Logic cells by family:
Scale: 2 px per um.
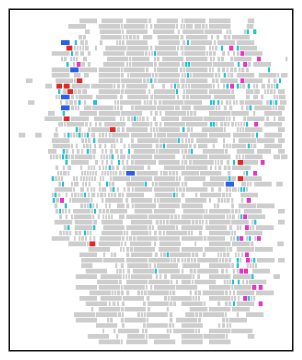
Routed metal per tile:
Scale: 1.5 px per um. The die is cut into 28 by 34 equal tiles; dark purple is low, yellow is high, scaled to the fullest tile. Values are wire area over tile area, all layers added.
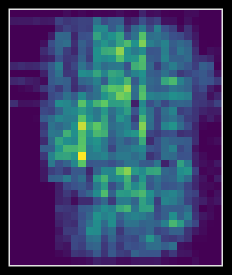
Routed metal, one colour a layer:
Scale: 2 px per um. Only two layers are drawn.
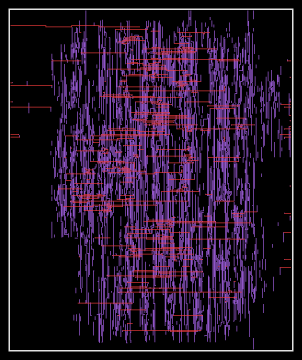
[config.mk]
export PLATFORM = sky130hd
export DESIGN_NAME = l1a_hdr_writer
export DESIGN_NICKNAME = d
export VERILOG_FILES = /design/src/rtl/l1a_hdr_writer_pkg.sv /design/src/rtl/l1a_hdr_writer_pend_fifo.sv /design/src/rtl/l1a_hdr_writer.sv
export SDC_FILE = /design/constraint.sdc
export NUM_CORES = 1
export LEC_CHECK = 0
export ABC_AREA = 1
export CAP_MARGIN = 10
export CORE_AREA = 2 2 139 168
export DETAILED_ROUTE_END_ITERATION = 16
export DIE_AREA = 0 0 141 170
export PLACE_DENSITY = 0.84
export RECOVER_POWER = 100
export SETUP_SLACK_MARGIN = 0.2
export SYNTH_ARGS = -nofsm -noshare
export SYNTH_HDL_FRONTEND = slang
export SYNTH_SLANG_ARGS = --single-unit
[constraint.sdc]
create_clock -name CLK -period 2.6 [get_ports CLK]
set_input_delay 0.52 -clock CLK [delete_from_list [all_inputs] [get_ports CLK]]
set_output_delay 0.52 -clock CLK [all_outputs]
set_load 0.01 [all_outputs]
[src/rtl/l1a_hdr_writer_pkg.sv]
// l1a_hdr_writer_pkg
// Shared DMB control definitions for the L1A header writer.
// - HDR_MARK_B4 / HDR_MARK_B5 : marker bytes that open and close a header
// - hdr_state_e               : header writer state encodings
// - pend_entry_t              : 26-bit pending-queue entry {alct, cfeb, event number}
// - is_wr_state()             : true for any state that presents a header word
package l1a_hdr_writer_pkg;

    localparam logic [7:0] HDR_MARK_B4 = 8'hB4;
    localparam logic [7:0] HDR_MARK_B5 = 8'hB5;
    localparam int         EVT_NUM_W   = 24;

    typedef enum logic [2:0] {
        ST_IDLE   = 3'd0,
        ST_WR_B4  = 3'd1,
        ST_WR_L1L = 3'd2,
        ST_WR_L1H = 3'd3,
        ST_WR_B5  = 3'd4
    } hdr_state_e;

    typedef struct packed {
        logic                 alct_tmb_act;
        logic                 cfeb_act;
        logic [EVT_NUM_W-1:0] evt_num;
    } pend_entry_t;

    function automatic logic is_wr_state(input hdr_state_e s);
        return (s != ST_IDLE);
    endfunction

endpackage

[src/rtl/l1a_hdr_writer_pend_fifo.sv]
// l1a_pend_fifo
// Synchronous first-word fall-through queue holding events that still need a
// header written. The head entry is visible on pop_data whenever empty is low.
// Ports:
//   clk, rst          : clock, asynchronous active-high reset
//   push, push_data   : enqueue request; ignored while full
//   pop               : dequeue the head entry; ignored while empty
//   pop_data          : current head entry
//   empty, full       : occupancy flags
//   count             : registered occupancy (0..DEPTH)
module l1a_pend_fifo #(
    parameter int DEPTH = 8,
    parameter int WIDTH = 26
) (
    input  logic                     clk,
    input  logic                     rst,
    input  logic                     push,
    input  logic [WIDTH-1:0]         push_data,
    input  logic                     pop,
    output logic [WIDTH-1:0]         pop_data,
    output logic                     empty,
    output logic                     full,
    output logic [$clog2(DEPTH):0]   count
);

    localparam int AW = $clog2(DEPTH);
    // DEPTH is a power of two, so "full" is exactly the top count bit set.
    localparam logic [AW:0]   FULL_CNT = {1'b1, {AW{1'b0}}};
    localparam logic [AW:0]   CNT_ONE  = {{AW{1'b0}}, 1'b1};
    localparam logic [AW-1:0] PTR_ONE  = {{(AW-1){1'b0}}, 1'b1};

    logic [WIDTH-1:0] mem_q [DEPTH];
    logic [AW-1:0]    wr_ptr_q, wr_ptr_d;
    logic [AW-1:0]    rd_ptr_q, rd_ptr_d;
    logic [AW:0]      count_q, count_d;
    logic             push_ok, pop_ok;

    // Pointers wrap naturally because the depth is a power of two.
    always_comb begin
        empty    = (count_q == '0);
        full     = (count_q == FULL_CNT);
        push_ok  = push && !full;
        pop_ok   = pop && !empty;
        wr_ptr_d = push_ok ? (wr_ptr_q + PTR_ONE) : wr_ptr_q;
        rd_ptr_d = pop_ok ? (rd_ptr_q + PTR_ONE) : rd_ptr_q;
        count_d  = count_q;
        unique case ({push_ok, pop_ok})
            2'b10:   count_d = count_q + CNT_ONE;
            2'b01:   count_d = count_q - CNT_ONE;
            default: count_d = count_q;
        endcase
    end

    always_ff @(posedge clk or posedge rst) begin
        if (rst) begin
            wr_ptr_q <= '0;
            rd_ptr_q <= '0;
            count_q  <= '0;
        end else begin
            wr_ptr_q <= wr_ptr_d;
            rd_ptr_q <= rd_ptr_d;
            count_q  <= count_d;
        end
    end

    // Storage needs no reset; emptiness is tracked by the pointers and count.
    always_ff @(posedge clk) begin
        if (push_ok) begin
            mem_q[wr_ptr_q] <= push_data;
        end
    end

    assign pop_data = mem_q[rd_ptr_q];
    assign count    = count_q;

endmodule

[src/rtl/l1a_hdr_writer.sv]
// l1a_hdr_writer
// Numbers every L1A trigger, queues {ALCT, CFEB, event number}, and writes a
// four-word header (B4 marker, number low, number high, B5 trailer) for each
// queued event into a downstream FIFO, stalling while that FIFO is full.
// Ports:
//   CLK, RST            : clock, asynchronous active-high reset
//   L1A                 : one-cycle trigger pulse
//   L1A_CNT_RST         : synchronous event counter clear
//   ALCT_TMB_ACT, CFEB_ACT : activity flags captured with L1A
//   FIFO_FULL           : downstream header FIFO full
//   WR_ENA              : header FIFO write strobe (combinational)
//   DOUT, LAST_WD       : registered header word and last-word marker
//   PEND                : queued, unwritten headers
//   OVFL                : sticky pending-queue overflow
//   BUSY                : any header pending or in progress
module l1a_hdr_writer #(
    parameter int PEND_DEPTH = 8
) (
    input  logic                          CLK,
    input  logic                          RST,
    input  logic                          L1A,
    input  logic                          L1A_CNT_RST,
    input  logic                          ALCT_TMB_ACT,
    input  logic                          CFEB_ACT,
    input  logic                          FIFO_FULL,
    output logic                          WR_ENA,
    output logic [15:0]                   DOUT,
    output logic                          LAST_WD,
    output logic [$clog2(PEND_DEPTH):0]   PEND,
    output logic                          OVFL,
    output logic                          BUSY
);

    import l1a_hdr_writer_pkg::*;

    logic [EVT_NUM_W-1:0]          cnt_q, cnt_d;
    logic [EVT_NUM_W-1:0]          evt_num;
    pend_entry_t                   push_entry;
    pend_entry_t                   cur_q, cur_d;
    hdr_state_e                    state_q, state_d;
    logic                          fifo_pop;
    logic [$bits(pend_entry_t)-1:0] pop_data;
    logic                          fifo_empty, fifo_full;
    logic [$clog2(PEND_DEPTH):0]   fifo_count;
    logic [15:0]                   dout_q, dout_d;
    logic                          last_wd_q, last_wd_d;
    logic                          ovfl_q, ovfl_d;
    logic                          busy_q, busy_d;

    l1a_pend_fifo #(
        .DEPTH (PEND_DEPTH),
        .WIDTH ($bits(pend_entry_t))
    ) u_pend_fifo (
        .clk       (CLK),
        .rst       (RST),
        .push      (L1A),
        .push_data (push_entry),
        .pop       (fifo_pop),
        .pop_data  (pop_data),
        .empty     (fifo_empty),
        .full      (fifo_full),
        .count     (fifo_count)
    );

    // The event carries the post-increment count, so the first L1A after a
    // clear is number 1. A clear coinciding with L1A restarts at 1 as well.
    // The counter advances even when the queue drops the entry.
    always_comb begin
        evt_num = L1A_CNT_RST ? {{(EVT_NUM_W-1){1'b0}}, 1'b1} : (cnt_q + 24'd1);
        cnt_d   = cnt_q;
        if (L1A) begin
            cnt_d = evt_num;
        end else if (L1A_CNT_RST) begin
            cnt_d = '0;
        end
        push_entry.alct_tmb_act = ALCT_TMB_ACT;
        push_entry.cfeb_act     = CFEB_ACT;
        push_entry.evt_num      = evt_num;
        ovfl_d = ovfl_q | (L1A & fifo_full);
    end

    always_ff @(posedge CLK or posedge RST) begin
        if (RST) begin
            state_q   <= ST_IDLE;
            cnt_q     <= '0;
            cur_q     <= '0;
            dout_q    <= '0;
            last_wd_q <= 1'b0;
            ovfl_q    <= 1'b0;
            busy_q    <= 1'b0;
        end else begin
            state_q   <= state_d;
            cnt_q     <= cnt_d;
            cur_q     <= cur_d;
            dout_q    <= dout_d;
            last_wd_q <= last_wd_d;
            ovfl_q    <= ovfl_d;
            busy_q    <= busy_d;
        end
    end

    // Leaving Idle or B5 towards B4 pops the next entry; B5 chains straight
    // into the next header so back-to-back events leave no idle cycles.
    always_comb begin
        state_d  = state_q;
        fifo_pop = 1'b0;
        unique case (state_q)
            ST_IDLE: begin
                if (!fifo_empty) begin
                    state_d  = ST_WR_B4;
                    fifo_pop = 1'b1;
                end
            end
            ST_WR_B4: begin
                if (!FIFO_FULL) state_d = ST_WR_L1L;
            end
            ST_WR_L1L: begin
                if (!FIFO_FULL) state_d = ST_WR_L1H;
            end
            ST_WR_L1H: begin
                if (!FIFO_FULL) state_d = ST_WR_B5;
            end
            ST_WR_B5: begin
                if (!FIFO_FULL) begin
                    if (!fifo_empty) begin
                        state_d  = ST_WR_B4;
                        fifo_pop = 1'b1;
                    end else begin
                        state_d = ST_IDLE;
                    end
                end
            end
            default: state_d = ST_IDLE;
        endcase
    end

    // Registered outputs are built from the next state, so the word for a
    // state is already on DOUT during the cycle that state is active. A stall
    // keeps state and entry, hence DOUT, unchanged.
    // BUSY: a pop always moves the FSM out of Idle, so the next occupancy is
    // only relevant when no pop happens, where it is nonzero iff the queue is
    // already non-empty or an L1A arrives.
    always_comb begin
        cur_d     = fifo_pop ? pend_entry_t'(pop_data) : cur_q;
        dout_d    = '0;
        last_wd_d = 1'b0;
        case (state_d)
            ST_WR_B4:  dout_d = {HDR_MARK_B4, 6'b0, cur_d.alct_tmb_act, cur_d.cfeb_act};
            ST_WR_L1L: dout_d = {4'h0, cur_d.evt_num[11:0]};
            ST_WR_L1H: dout_d = {4'h0, cur_d.evt_num[23:12]};
            ST_WR_B5: begin
                dout_d    = {HDR_MARK_B5, 8'h00};
                last_wd_d = 1'b1;
            end
            default: dout_d = '0;
        endcase
        busy_d = L1A || (fifo_count != '0) || is_wr_state(state_d);
        WR_ENA = is_wr_state(state_q) && !FIFO_FULL;
    end

    assign DOUT    = dout_q;
    assign LAST_WD = last_wd_q;
    assign PEND    = fifo_count;
    assign OVFL    = ovfl_q;
    assign BUSY    = busy_q;

endmodule

==> flow_metrics.env <==
# implementation run metrics
export IMPL_run_status="complete, no violations"
export IMPL_switching_power_summed_over_all_nets_mw=5.33
export IMPL_leakagePower_nw=5.46
export IMPL_synth_seq_share_pct=66.4
export IMPL_number_of_antenna_violations_at_the_first_check_in_global_routing=0
export IMPL_synth_largest_area_cell="sky130_fd_sc_hd__edfxtp_1"
export IMPL_synth_avg_cell_area_um2=10.4
export IMPL_final_count_of_hold_timing_violations=0
export IMPL_post_cts_buffers=0
export IMPL_critical_path_slowest_cell="sky130_fd_sc_hd__buf_2"
export IMPL_hp_start="OVFL"
export IMPL_postSynthRegisterBits=287
export IMPL_timing_final_crit_share_pct=89.4
export IMPL_cells_yosys=1196
export IMPL_final_layout_size_suffix_gt1_share_pct=7.00
export IMPL_switching_share_pct=36.0
export IMPL_die_x_um=141
export IMPL_number_of_distinct_library_cells_after_synthesis=37
export IMPL_maxSlewHeadroom_pct=12.2
export IMPL_cp_top_family="simple AND/OR/NAND/NOR gates"
export IMPL_clock_sink_count=287
export IMPL_critPathCaptureType="register"
export IMPL_pwr_group_sequential_mw=6.07
export IMPL_first_pass_iters=6
export IMPL_synth_top_area_share_pct=50.4
export IMPL_ys_warns=0
export IMPL_crit_cells=6
export IMPL_grt_start_max_net_pins=109
export IMPL_yosys_stat_area_mm2=0.0124
export IMPL_grt_pass1_vias=8565
export IMPL_cts_buffers=26
export IMPL_openroad_warnings=32
export IMPL_buffer_ports_inserted=29
export IMPL_combinational_power_mw=5.01
export IMPL_cts_root_buffer_cell="sky130_fd_sc_hd__clkbuf_16"
export IMPL_diodes=0
export IMPL_cell_internal_pwr_mw=9.45
export IMPL_drcViolationCount=0
export IMPL_post_synth_main_area_contributors="sky130_fd_sc_hd__edfxtp_1 (50%), sky130_fd_sc_hd__dfrtp_1 (16%), sky130_fd_sc_hd__nand2_1 (11%), sky130_fd_sc_hd__nand3_1 (8.2%), sky130_fd_sc_hd__inv_1 (2.2%)"
export IMPL_fin_crit_ns=2.32
export IMPL_wire_length_of_the_first_global_routing_pass_um=43600
export IMPL_timing_critical_path_from_type="register"
export IMPL_fmax_mhz=430
export IMPL_power_top_consumer="registers"
export IMPL_power_density_mw_per_mm2=1080
export IMPL_vdd_drop_max_mv=0.556
export IMPL_timing_max_transition_violations_final=0
export IMPL_areaGrowthSynthToFinish_pct=10.6
export IMPL_hold_buffers=0
export IMPL_vias_per_cell=5.75
export IMPL_numPlacedInstances=1473
export IMPL_timing_critical_path_cells="nor2_1 > nand3_1 > nand2_1 > or2_0 > nor2_2 > buf_2"
export IMPL_data_arrival_time_of_the_critical_path_ns=2.48
export IMPL_insertion_delay_ns=0.53
export IMPL_crit_path_max_fanout=26
export IMPL_setup_total_negative_slack_ns=0
export IMPL_utilization_pct=61.5
export IMPL_crit_end="u_pend_fifo.mem_q[4][5]"
export IMPL_clock_power_share_pct=25.0
export IMPL_path_clk_slew_ns=0.06
export IMPL_hpwlAfterDp_um=15900
export IMPL_num_rows=60
export IMPL_min_path_type="reg -> reg"
export IMPL_ctsLongestPathBuffers=3
export IMPL_cts_tree="yes"
export IMPL_layout_setup_ws_ns=0.275
export IMPL_placeableCoreArea_mm2=0.0223
export IMPL_worstPathBufferInverterCount=1
export IMPL_data_required_time_at_the_worst_endpoint_ns=2.76
export IMPL_reg2reg_depth=6
export IMPL_worstHoldPathCells=1
export IMPL_number_of_setup_violations_in_the_final_report=0
export IMPL_pg_clk_mw=3.70
export IMPL_timing_worst_slew_pin_value_ns=1.32
export IMPL_gp_congestion=0.909
export IMPL_regToRegEndpoint="u_pend_fifo.mem_q[4][5]"
export IMPL_r2r_slack_ns=0.28
export IMPL_gr_total_overflow=0
export IMPL_drt_iter0_markers=1199
export IMPL_criticalPathCategory="reg -> reg"
export IMPL_timing_critical_path_slowest_cell_delay_ns=0.62
export IMPL_die_area_mm2=0.0240
export IMPL_worstReg2RegStart="u_pend_fifo.count[0]"
export IMPL_postRouteAntennaNets=0
export IMPL_hold_path_endpoint="OVFL"
export IMPL_clock_skew_final_ns=0.0158
export IMPL_syn_std_cell_area_mm2=0.0124
export IMPL_timing_critical_path_from="u_pend_fifo.count[0]"
About 'logic cells by family':
legend:
  red:
    family: xor and xnor cells
    cells: 10
  magenta:
    family: and/or cells
    cells: 24
  cyan:
    family: inv cells
    cells: 92
  blue:
    family: fa/ha/maj cells
    cells: 6
most numerous logic cell after layout: sky130_fd_sc_hd__nand2_1
share of cell area taken by multi-input logic gates: 25.2%
Non-Filler Instances: 1521

About 'routed metal per tile':
densest ninth of the die: centre
fullest tile: 0.81
mean over tiles: 0.19
mean routed wirelength per cell: 18.2 um
wire length after detailed routing: 27700 um
GRT Util Overall: 23.4%

About 'routed metal, one colour a layer':
legend:
  purple:
    layer: metal 2
    wire_length: 13900 um
  red:
    layer: metal 3
    wire_length: 2570 um

==> flip-flops by register name, summed over array words and instances (netlist names) <==
| signal | cells |
|---|---|
| BUSY | 1 |
| DOUT | 13 |
| LAST_WD | 1 |
| OVFL | 1 |
| cnt_q | 24 |
| cur_q | 26 |
| state_q | 3 |
| u_pend_fifo.count | 4 |
| u_pend_fifo.mem_q | 208 |
| u_pend_fifo.rd_ptr_q | 3 |
| u_pend_fifo.wr_ptr_q | 3 |
==> synthesized netlist by cell type (all sizes together) <==
cell    number
nand2      375
edfxtp     208
nand3      206
inv         90
dfrtp       79
nor2        76
buf         43
o21ai       39
or2         23
clkbuf      13
xor2         9
a21oi        8
nand4        8
ha           6
o211ai       3
a22o         2
clkinv       2
o21bai       2
and3         1
conb         1
nor3b        1
xnor2        1
==> layer usage <==
| layer | track usage [%] | wire [um] |
|---|---|---|
| met5 | 0 | 0 |
| met4 | 9.09 | 824 |
| met3 | 3.52 | 2570 |
| met2 | 40.8 | 13900 |
| met1 | 29.7 | 10500 |
==> cell type report <==
type,instances,area (um2)
clock buffer,38,778
clock inverter,10,62.6
fill,1621,8590
inverter,92,349
multi-input combinational,761,3450
sequential,287,8220
tap,279,349
timing repair buffer,54,495
==> cells by family (layout without fill, tap and decap cells) <==
family | Yosys count | in the layout | synth area share, %
other cells | 1 | 1 | 0.0303
xor+xnor | 10 | 10 | 0.707
buf+inv | 148 | 194 | 5.41
flops | 287 | 287 | 66.4
fa+ha+maj | 6 | 6 | 0.606
simple gates | 690 | 690 | 24.4
compound gates | 54 | 54 | 2.43
==> through the flow <==
step	power, mW	area (um2)	hold WS [ns]
after floorplan	9.77	12400	0.445
after global placement	11.0	13100	0.462
after detailed placement	11.3	13100	0.466
after CTS	15.0	13900	0.362
after global routing	15.6	13700	0.505
final	14.8	13700	0.482
Power is estimated from default activity; no workload was simulated.
